File: src/rtl/writeback_stage.sv
// Writeback stage: final pipeline stage that drives the register-file write port.
// Accepts one retiring instruction per cycle, waits for variable-latency load
// responses (with a bounded timeout), aligns and extends load data, and counts
// committed instructions.

module writeback_stage #(
    parameter int LOAD_TIMEOUT = 255,
    parameter int CNT_W        = 32
) (
    input  logic             clk,
    input  logic             resetN,
    input  logic             inValid,
    output logic             inReady,
    input  logic [4:0]       inRd,
    input  logic [1:0]       inWbSel,
    input  logic [31:0]      inAluResult,
    input  logic [31:0]      inPcPlus4,
    input  logic [2:0]       inLoadFunct3,
    input  logic [1:0]       inAddrLow,
    input  logic             memRespValid,
    input  logic [31:0]      memRespData,
    output logic [31:0]      writeData,
    output logic [4:0]       writeAddr,
    output logic             writeEn,
    output logic             loadPending,
    output logic [4:0]       loadPendingRd,
    output logic [CNT_W-1:0] retiredCount,
    output logic             loadTimeout
);

    // Wait counter runs 0 .. LOAD_TIMEOUT-1; the last value is the timeout cycle.
    localparam int WAIT_W = (LOAD_TIMEOUT < 2) ? 1 : $clog2(LOAD_TIMEOUT);
    localparam logic [WAIT_W-1:0] WAIT_LAST = WAIT_W'(LOAD_TIMEOUT - 1);
    localparam logic [CNT_W-1:0]  CNT_ONE   = CNT_W'(1);

    localparam logic [1:0] SEL_NONE = 2'b00;
    localparam logic [1:0] SEL_ALU  = 2'b01;
    localparam logic [1:0] SEL_LOAD = 2'b10;

    typedef enum logic [1:0] {
        ST_IDLE      = 2'd0,
        ST_WAIT_LOAD = 2'd1,
        ST_COMMIT    = 2'd2
    } state_t;

    state_t             state_r;
    logic [WAIT_W-1:0]  wait_cnt_r;
    logic [4:0]         ld_rd_r;
    logic [2:0]         ld_funct3_r;
    logic [1:0]         ld_addr_low_r;
    logic [31:0]        write_data_r;
    logic [4:0]         write_addr_r;
    logic               write_en_r;
    logic               load_pending_r;
    logic [4:0]         load_pending_rd_r;
    logic [CNT_W-1:0]   retired_count_r;
    logic               load_timeout_r;

    logic               ready_s;
    logic [31:0]        sel_data_s;
    logic [31:0]        load_data_s;

    // Select the byte/half lane of a raw word and sign- or zero-extend it.
    // Unused funct3 encodings fall back to a full-word load.
    function automatic logic [31:0] format_load(
        input logic [2:0]  funct3,
        input logic [1:0]  lane,
        input logic [31:0] word
    );
        logic [7:0]  byte_v;
        logic [15:0] half_v;
        logic [31:0] result;
        case (lane)
            2'd0:    byte_v = word[7:0];
            2'd1:    byte_v = word[15:8];
            2'd2:    byte_v = word[23:16];
            2'd3:    byte_v = word[31:24];
            default: byte_v = word[7:0];
        endcase
        if (lane[1]) begin
            half_v = word[31:16];
        end else begin
            half_v = word[15:0];
        end
        case (funct3)
            3'b000:  result = {{24{byte_v[7]}}, byte_v};
            3'b001:  result = {{16{half_v[15]}}, half_v};
            3'b100:  result = {24'd0, byte_v};
            3'b101:  result = {16'd0, half_v};
            default: result = word;
        endcase
        return result;
    endfunction

    // Upstream handshake and data-path selection for non-load and load commits.
    always_comb begin
        ready_s     = 1'b1;
        sel_data_s  = inAluResult;
        load_data_s = format_load(ld_funct3_r, ld_addr_low_r, memRespData);
        if (state_r == ST_WAIT_LOAD) begin
            ready_s = 1'b0;
        end else begin
            ready_s = 1'b1;
        end
        if (inWbSel == SEL_ALU) begin
            sel_data_s = inAluResult;
        end else begin
            sel_data_s = inPcPlus4;
        end
    end

    // Writeback FSM with registered register-file port, load tracking and counters.
    always_ff @(posedge clk) begin
        if (!resetN) begin
            state_r           <= ST_IDLE;
            wait_cnt_r        <= '0;
            ld_rd_r           <= 5'd0;
            ld_funct3_r       <= 3'd0;
            ld_addr_low_r     <= 2'd0;
            write_data_r      <= 32'd0;
            write_addr_r      <= 5'd0;
            write_en_r        <= 1'b0;
            load_pending_r    <= 1'b0;
            load_pending_rd_r <= 5'd0;
            retired_count_r   <= '0;
            load_timeout_r    <= 1'b0;
        end else begin
            case (state_r)
                ST_WAIT_LOAD: begin
                    write_en_r <= 1'b0;
                    if (memRespValid) begin
                        // A response always wins, even in the timeout cycle.
                        write_en_r      <= (ld_rd_r != 5'd0);
                        write_addr_r    <= ld_rd_r;
                        write_data_r    <= load_data_s;
                        retired_count_r <= retired_count_r + CNT_ONE;
                        load_pending_r  <= 1'b0;
                        state_r         <= ST_COMMIT;
                    end else if (wait_cnt_r == WAIT_LAST) begin
                        // Abandon the load: no write, not counted.
                        load_timeout_r  <= 1'b1;
                        load_pending_r  <= 1'b0;
                        state_r         <= ST_IDLE;
                    end else begin
                        wait_cnt_r      <= wait_cnt_r + WAIT_W'(1);
                    end
                end
                ST_IDLE, ST_COMMIT: begin
                    write_en_r <= 1'b0;
                    if (inValid) begin
                        if (inWbSel == SEL_LOAD) begin
                            ld_rd_r           <= inRd;
                            ld_funct3_r       <= inLoadFunct3;
                            ld_addr_low_r     <= inAddrLow;
                            load_pending_r    <= 1'b1;
                            load_pending_rd_r <= inRd;
                            wait_cnt_r        <= '0;
                            state_r           <= ST_WAIT_LOAD;
                        end else begin
                            write_en_r        <= (inRd != 5'd0) && (inWbSel != SEL_NONE);
                            write_addr_r      <= inRd;
                            if (inWbSel != SEL_NONE) begin
                                write_data_r  <= sel_data_s;
                            end else begin
                                write_data_r  <= write_data_r;
                            end
                            retired_count_r   <= retired_count_r + CNT_ONE;
                            state_r           <= ST_COMMIT;
                        end
                    end else begin
                        state_r <= ST_IDLE;
                    end
                end
                default: begin
                    write_en_r     <= 1'b0;
                    load_pending_r <= 1'b0;
                    state_r        <= ST_IDLE;
                end
            endcase
        end
    end

    assign inReady       = ready_s;
    assign writeData     = write_data_r;
    assign writeAddr     = write_addr_r;
    assign writeEn       = write_en_r;
    assign loadPending   = load_pending_r;
    assign loadPendingRd = load_pending_rd_r;
    assign retiredCount  = retired_count_r;
    assign loadTimeout   = load_timeout_r;

endmodule
File: config.mk
export PLATFORM = sky130hd
export DESIGN_NAME = writeback_stage
export DESIGN_NICKNAME = d
export VERILOG_FILES = /design/src/rtl/writeback_stage.sv
export SDC_FILE = /design/constraint.sdc
export NUM_CORES = 1
export LEC_CHECK = 0
export CAP_MARGIN = 25
export CORE_ASPECT_RATIO = 1.1
export CORE_MARGIN = 2
export CORE_UTILIZATION = 44
export DETAILED_ROUTE_END_ITERATION = 6
export GPL_ROUTABILITY_DRIVEN = 0
export PLACE_DENSITY = 0.9
export SLEW_MARGIN = 30
export SYNTH_ARGS = -nofsm -noshare
export SYNTH_HDL_FRONTEND = slang
export SYNTH_SLANG_ARGS = --single-unit
export TNS_END_PERCENT = 50
File: constraint.sdc
create_clock -name clk -period 2.65 [get_ports clk]
set_input_delay 0.53 -clock clk [delete_from_list [all_inputs] [get_ports clk]]
set_output_delay 0.53 -clock clk [all_outputs]
set_load 0.01 [all_outputs]
**Run 1: cell outlines without signal wires**

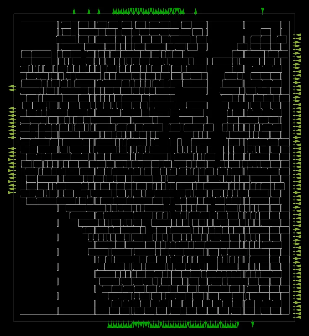
number of fill cells in the layout: 823
flip-flops: 92
core area: 10,900 µm²
sequential fraction of total cell area: 25.4%
filler-free cell count of the finished design: 918

**Run 1: clock wires, drivers and flops**

The bar under the picture is 20 µm long.
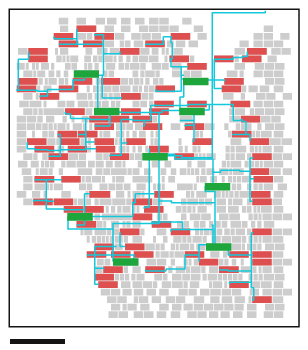
[red] flip-flops | count: 92
[green] clock-net drivers | count: 9
[cyan] clock wires | length: 1,110 µm
routed clock nets	10
clock network power share: 38.7%
source-to-sink clock delay at the later pin of the worst-skew pair: 0.34 ns
final clock skew: 0.00878 ns
power in the clock group: 1310 µW

**Run 1: routed metal, one colour a layer**

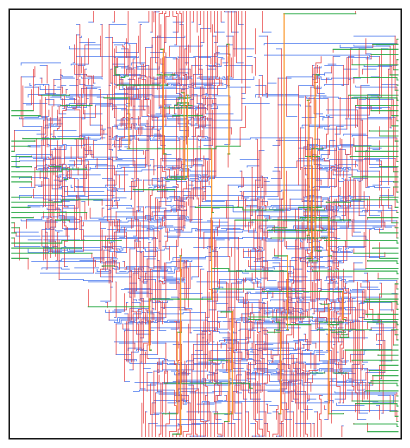
colour	layer	wire length
blue	M1	6,210 µm
green	M3	1,200 µm
orange	M4	535 µm
red	M2	8,050 µm
routed len/inst: 17.4 µm
total via count in the routed design: 5,178

**Run 1: signal wires on met3**

The bar under the picture is 20 µm long.
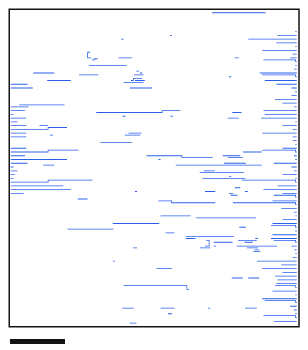
main direction	horizontal
nets with wire on the layer	148
share of all routed wire	7.5%
wire length on this layer	1,200 µm
longest straight run	30.8 µm

## run 1: final cells by class
class | instances | area (µm²)
clock buffers | 11 | 243
fillers | 823 | 3600
repair buffers | 209 | 2050
clock inverters | 5 | 60.1
flip-flops and latches | 92 | 1840
inverters | 8 | 30.0
well taps | 147 | 184
multi-input cells | 446 | 2850
## run 1: per-stage QoR
step | hold slack (ns) | area [µm²] | total power, µW | worst slack, ns | util [%]
2_1_floorplan | 0.461 | 4860 | 1750 | 0.549 | -
3_3_place_gp | 0.434 | 6950 | 2090 | -0.00571 | 64.0
3_5_place_dp | 0.442 | 6960 | 2110 | -0.0921 | 64.1
4_1_cts | 0.451 | 7260 | 3400 | 0.232 | 66.8
5_1_grt | 0.480 | 7260 | 3500 | 0.168 | 66.8
6_report | 0.451 | 7260 | 3390 | 0.228 | 66.8
## run 1: synth_stat cells (all sizes together) (2+ instances only)
library cell / count / area share, %
nor4: 7 / 0.90
and2: 9 / 1.2
nor4b: 3 / 0.54
and3: 4 / 0.51
a21oi: 60 / 6.2
a211oi: 6 / 0.93
nand4: 10 / 1.6
a31oi: 2 / 0.26
nand3b: 2 / 0.31
dfxtp: 92 / 38
or4: 7 / 1.2
mux2: 26 / 6.0
clkbuf: 34 / 2.6
ha: 3 / 0.77
nor2b: 2 / 0.26
xor2: 3 / 0.54
o31ai: 4 / 0.62
nor3: 10 / 1.0
buf: 5 / 0.64
nor3b: 3 / 0.46
nor2: 34 / 2.6
or3: 11 / 1.5
xnor2: 19 / 3.4
o221a: 8 / 1.9
inv: 8 / 0.62
nand2: 65 / 5.0
nand2b: 9 / 1.2
and4: 3 / 0.59
mux2i: 29 / 6.0
o22a: 7 / 1.3
nand3: 12 / 1.2
o21ai: 75 / 7.7
## run 1: critical path, delay by kind of cell
| family | cells | cell delay [ns] |
|---|---|---|
| compound gates | 2 | 0.38 |
| buf+inv | 1 | 0.46 |
| simple gates | 3 | 1.32 |
## run 1: per-layer routing
metal,share of wire (%),GRT usage (%),vias to the layer above
met4,3.3,11.8,0
met1,39,27.8,2421
met5,0,0,-
met2,50,49.9,233
met3,7.5,7.40,44
li1,-,-,2480
## run 1: how the worst max path moves through the flow
stage / to / startpoint
floorplan: retiredCount[27]$_SDFFE_PN0P_ / inWbSel[1]
global placement: retiredCount[28]$_SDFFE_PN0P_ / inWbSel[1]
detailed placement: retiredCount[28]$_SDFFE_PN0P_ / inWbSel[1]
CTS: retiredCount[28]$_SDFFE_PN0P_ / inWbSel[1]
global route: retiredCount[28]$_SDFFE_PN0P_ / inWbSel[1]
finish: retiredCount[28]$_SDFFE_PN0P_ / inWbSel[1]
## run 1: registers in the layout (all words and copies together) (netlist names)
register       flops
writeAddr          5
retiredCount      32
loadPendingRd      5
writeEn            1
state_r            2
ld_addr_low_r      2
wait_cnt_r         8
ld_funct3_r        3
loadTimeout        1
loadPending        1
writeData         32
## run 1: power by group through the flow
stage	clock network (µW)	logic [µW]	registers, µW
2_1_floorplan	0	225	1520
3_3_place_gp	0	586	1500
3_5_place_dp	0	601	1510
4_1_cts	1320	605	1480
5_1_grt	1380	646	1480
6_report	1310	606	1480
==> reports/qor.log, run 1 <==
INFO  status         outcome=complete, no violations
INFO  synth          postSynth.asyncResetShare=0%
INFO  cells_and_area drive_above_1_share=11.0%
INFO  die            die_area=11,900µm²
INFO  synth          synthesis.instances=585
INFO  worst_setup_path critPathLaunchType=input port
INFO  final_timing   hold_viol_final=0
INFO  synth          ys_chip_area=4860µm²
INFO  worst_setup_path critPathArrivalTime=2.69ns
INFO  synth          yosys-dominant-comb-family=simple AND/OR/NAND/NOR gates
INFO  cts            cts_max_path_buffers=2
INFO  cells_and_area antennaDiodeCount=0
INFO  global_routing grt_max_degree=57
INFO  power          total_switching_power=844µW
INFO  cells_and_area layout-area-overhead-vs-synth=49.4%
INFO  synth          synth-adder-area-share=0.772%
INFO  power          netSwitchingFraction=24.9%
INFO  cts            post_cts_buffers=0
INFO  worst_setup_path ff2ff_path_depth=5
INFO  synth          edf_count=0
INFO  synth          synthXorXnorAreaFrac=3.96%
INFO  worst_setup_path required=2.92ns
INFO  worst_setup_path crit_path_max_fanout=14
==> run 2, diff against run 1 <==
--- a/config.mk
+++ b/config.mk
@@ -16,4 +16,3 @@
 export SYNTH_ARGS = -nofsm -noshare
 export SYNTH_HDL_FRONTEND = slang
 export SYNTH_SLANG_ARGS = --single-unit
-export TNS_END_PERCENT = 50
==> reports/qor.log, run 2 <==
INFO  cells_and_area final_area=7260µm²
INFO  synth          edf_count=0
INFO  cts            insertion_delay=0.34ns
INFO  synth          synthesis.instances=585
INFO  synth          yosys-top-cells-area=dfxtp_1 38%, o21ai_0 7.4%, a21oi_1 6.2%
INFO  synth          postSynth.asyncResetShare=0%
INFO  worst_setup_path crit_path_max_fanout=14
INFO  worst_setup_path required=2.92ns
INFO  placed_design  dpl_worst_slack=-0.0921ns
INFO  cells_and_area drive_above_1_share=11.0%
INFO  cells_and_area final_cells=918
INFO  cells_and_area n_fill_cell=823
INFO  detailed_routing total_via_count_in_the_routed_design=5,178
INFO  cells_and_area layout-area-overhead-vs-synth=49.4%
INFO  cells_and_area antennaDiodeCount=0
INFO  final_timing   hold_viol_final=0
INFO  synth          synth.top_cell.area_share=37.9%
INFO  placed_design  detailed_place.area=6960µm²
INFO  synth          synth-adder-area-share=0.772%
INFO  global_routing grt_max_degree=57
INFO  final_timing   worst_clock_skew=0.00878ns
INFO  status         outcome=complete, no violations
INFO  worst_setup_path critPathArrivalTime=2.69ns
INFO  die            die_area=11,900µm²
INFO  cells_and_area postLayoutCoreUtil=66.8%
INFO  final_timing   worst_hold_slack_across_all_endpoints=0.451ns
INFO  synth          ys_top_cells_by_count=92 x dfxtp_1, 72 x o21ai_0, 65 x nand2_1, 60 x a21oi_1
==> run 2: cell counts in the layout (fill, tap and decap cells not counted) <==
Identical to the previous run, type by type.
==> run 2: final cells by class <==
cell class                 count  area [µm²]  area share [%]
inverter                       8        30.0           0.414
tap                          147         184            2.53
multi-input combinational    446        2850            39.2
clock inverter                 5        60.1           0.827
timing repair buffer         209        2050            28.3
sequential                    92        1840            25.4
clock buffer                  11         243            3.34
==> run 2: per-layer routing <==
metal	vias up	part of all wire, %	GRT usage, %
met2	233	50	49.9
met1	2421	39	27.8
met3	44	7.5	7.40
met5	-	0	0
met4	0	3.3	11.8
li1	2480	-	-
==> run 2: worst paths after layout <==
check / slack (ns) / end / depth (start not counted) / startpoint
min: 0.45 / writeData[21]$_SDFFE_PN0P_ / 2 / writeData[21]$_SDFFE_PN0P_
max reg2reg: 0.36 / retiredCount[28]$_SDFFE_PN0P_ / 5 / retiredCount[3]$_SDFFE_PN0P_
max: 0.23 / retiredCount[28]$_SDFFE_PN0P_ / 6 / inWbSel[1]
min reg2reg: 0.45 / writeData[21]$_SDFFE_PN0P_ / 2 / writeData[21]$_SDFFE_PN0P_
==> run 2: cells by family (layout without fill, tap and decap cells) <==
| group | after synthesis | count (layout) |
|---|---|---|
| xor+xnor | 22 | 22 |
| flops | 92 | 92 |
| compound gates | 171 | 171 |
| fa+ha+maj | 3 | 3 |
| mux | 55 | 55 |
| simple gates | 195 | 195 |
| buf+inv | 47 | 233 |
==> run 2: stage by stage <==
| stage | TNS [ns] | total power, µW |
|---|---|---|
| 2_1_floorplan | 0 | 1750 |
| 3_3_place_gp | -0.00571 | 2090 |
| 3_5_place_dp | -0.167 | 2110 |
| 4_1_cts | 0 | 3400 |
| 5_1_grt | 0 | 3500 |
| 6_report | 0 | 3390 |
==> run 2: worst max-delay path: stages <==
cell	delay, ns
clkdlybuf4s50_1	0.46
nor2b_1	0.19
a2bb2oi_2	0.18
or4_4	0.62
or4_1	0.51
a21oi_1	0.20
==> run 2: power groups by stage <==
stage | clock [µW] | combinational, µW | sequential (µW)
3_3_place_gp | 0 | 586 | 1500
5_1_grt | 1380 | 646 | 1480
4_1_cts | 1320 | 605 | 1480
2_1_floorplan | 0 | 225 | 1520
6_report | 1310 | 606 | 1480
3_5_place_dp | 0 | 601 | 1510
**Run 2: clock wires, drivers and flops**

The bar under the picture is 20 µm long.
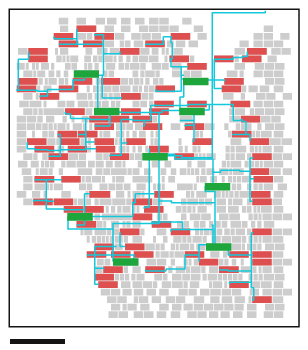
[red] flip-flops | count: 92
[green] clock-net drivers | count: 9
[cyan] clock wires | length: 1,110 µm
routed clock nets	10

**Run 2: routed metal, one colour a layer**

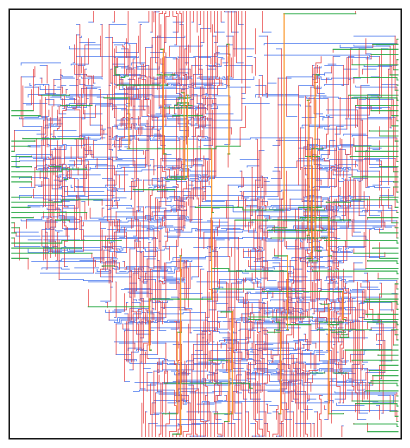
colour	layer	wire length
red	M2	8,050 µm
orange	M4	535 µm
green	M3	1,200 µm
blue	M1	6,210 µm

==> run 3, diff against run 2 <==
--- a/config.mk
+++ b/config.mk
@@ -5,9 +5,8 @@
 export SDC_FILE = /design/constraint.sdc
 export NUM_CORES = 1
 export LEC_CHECK = 0
-export CAP_MARGIN = 25
+export CAP_MARGIN = 5
 export CORE_ASPECT_RATIO = 1.1
-export CORE_MARGIN = 2
 export CORE_UTILIZATION = 44
 export DETAILED_ROUTE_END_ITERATION = 6
 export GPL_ROUTABILITY_DRIVEN = 0
==> reports/qor.log, run 3 <==
INFO  global_routing grt_max_degree=52
INFO  power          power.clock.fraction=39.1%
INFO  final_timing   worst_hold_slack_across_all_endpoints=0.454ns
INFO  cells_and_area n_fill_cell=827
INFO  global_routing globalRouteMet1Util=30.7%
INFO  cells_and_area logic_area=2840µm²
INFO  synth          yosys-dominant-comb-family=simple AND/OR/NAND/NOR gates
INFO  synth          ys_chip_area=4860µm²
INFO  power          total_switching_power=888µW
INFO  synth          top_cell=dfxtp_1
INFO  power          p_total=3430µW
INFO  worst_setup_path worstPathCellList=and2b_1 -> a2bb2oi_2 -> or4_4 -> or4_1 -> a21oi_1
INFO  synth          postSynth.asyncResetShare=0%
INFO  final_timing   worst_clock_skew=0.00437ns
INFO  worst_setup_path critical-path-top-delay-family=simple AND/OR/NAND/NOR gates
INFO  cts            post_cts_buffers=0
INFO  global_routing gr-usage-met2=50.0%
INFO  synth          yosys-top-cells-area=dfxtp_1 38%, o21ai_0 7.4%, a21oi_1 6.2%
INFO  worst_setup_path reg_to_reg_startpoint=state_r[0]$_SDFFE_PN0P_
INFO  detailed_routing wl_per_cell=17.8µm
INFO  final_timing   hold_viol_final=0
INFO  worst_setup_path required=2.93ns
INFO  cells_and_area drive_above_1_share=11.5%
INFO  synth          top_area_cell=dfxtp_1
INFO  worst_setup_path critPathArrivalTime=2.64ns
INFO  status         outcome=complete, no violations
INFO  synth          edf_count=0
INFO  power          netSwitchingFraction=25.9%
INFO  worst_setup_path worstSetupStartpoint=state_r[0]$_SDFFE_PN0P_
INFO  synth          synth.top_cell.area_share=37.9%
INFO  synth          synthXorXnorAreaFrac=3.96%
INFO  cells_and_area final_cells=918
INFO  die            die_area=11,500µm²
INFO  cells_and_area antennaDiodeCount=0
INFO  worst_setup_path crit_slowest_cell=or4_4
INFO  worst_hold_path hp-start=writeData[26]$_SDFFE_PN0P_
run 3: cell counts after synthesis:
No cell type changed its count.
run 3: final timing paths:
kind	cells after the start	end	slack [ns]
worst min-delay path	2	writeData[26]$_SDFFE_PN0P_	0.45
worst max register to register	5	retiredCount[28]$_SDFFE_PN0P_	0.28
worst min register to register	2	writeData[26]$_SDFFE_PN0P_	0.45
worst max-delay path	5	retiredCount[28]$_SDFFE_PN0P_	0.28
run 3: layout make-up:
class | instances | area share, %
Clock buffer | 9 | 3.09
Clock inverter | 7 | 1.12
Inverter | 8 | 0.412
Multi-Input combinational cell | 446 | 39.0
Sequential cell | 92 | 25.3
Tap cell | 143 | 2.46
Timing Repair Buffer | 213 | 28.6
run 3: cell families after synthesis:
kind of cell	after synthesis
multiplexers	55
AND/OR/NAND/NOR	195
flip-flops	92
adder cells (fa/ha/maj)	3
XOR/XNOR	22
buffers and inverters	47
AND-OR/OR-AND	171
run 3: stage by stage:
step	setup slack [ns]	utilization, %	cell area [µm²]	TNS, ns
2_1_floorplan	0.549	-	4860	0
3_3_place_gp	0.0604	65.9	6980	0
3_5_place_dp	-0.0355	65.9	6980	-0.0775
4_1_cts	0.304	68.8	7290	0
5_1_grt	0.198	68.8	7290	0
6_report	0.282	68.8	7290	0
run 3: tightest hold or removal path: cells and delay by family (launching register included):
family	cells	cell delay, ns
compound gates	1	0.05
flops	1	0.31
simple gates	1	0.05
run 3: power by group through the flow:
stage                     Clock, µW  Sequential (µW)  Combinational [µW]
after global placement            0             1500                 586
after global routing           1430             1480                 651
after CTS                      1350             1480                 609
after floorplan                   0             1520                 225
after detailed placement          0             1510                 605
final                          1340             1480                 612
run 3: routing by layer:
metal  routed length (µm)  share of wire (%)
met1                 6140                 38
met2                 8210                 50
met3                 1260                7.7
met4                  733                4.5
met5                    0                  0
**Run 3: a small window of the routed layout**

Region (31, 14) to (71, 54) µm. Cells in grey, sequential cells in the stronger grey; small squares are vias.
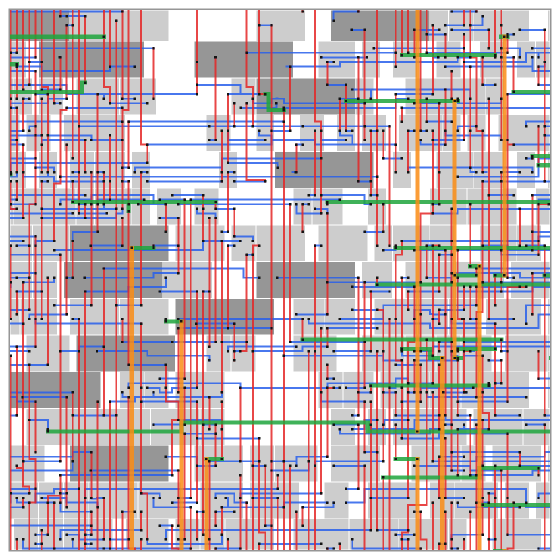
colour	layer
green	M3
blue	M1
red	M2
orange	M4
most frequent	clkdlybuf4s50_1 (24), o21ai_0 (21)
sequential cells in the window	13
netlist names of flops here include	writeData (6), ld_funct3_r (3)
cells with their middle in the window	154

**Run 3: signal wires on met3**

The bar under the picture is 20 µm long.
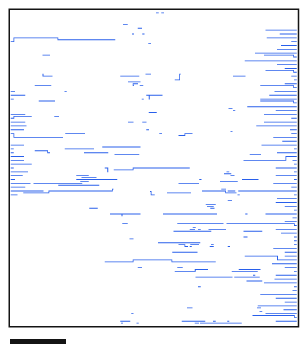
longest straight run	23.9 µm
share of all routed wire	7.7%
main direction	horizontal
wire length on this layer	1,260 µm
met3 capacity usage during global routing: 6.72%
routed wire length: 16,300 µm
total via count in the routed design: 5,262

Power is estimated from default activity; no workload was simulated.
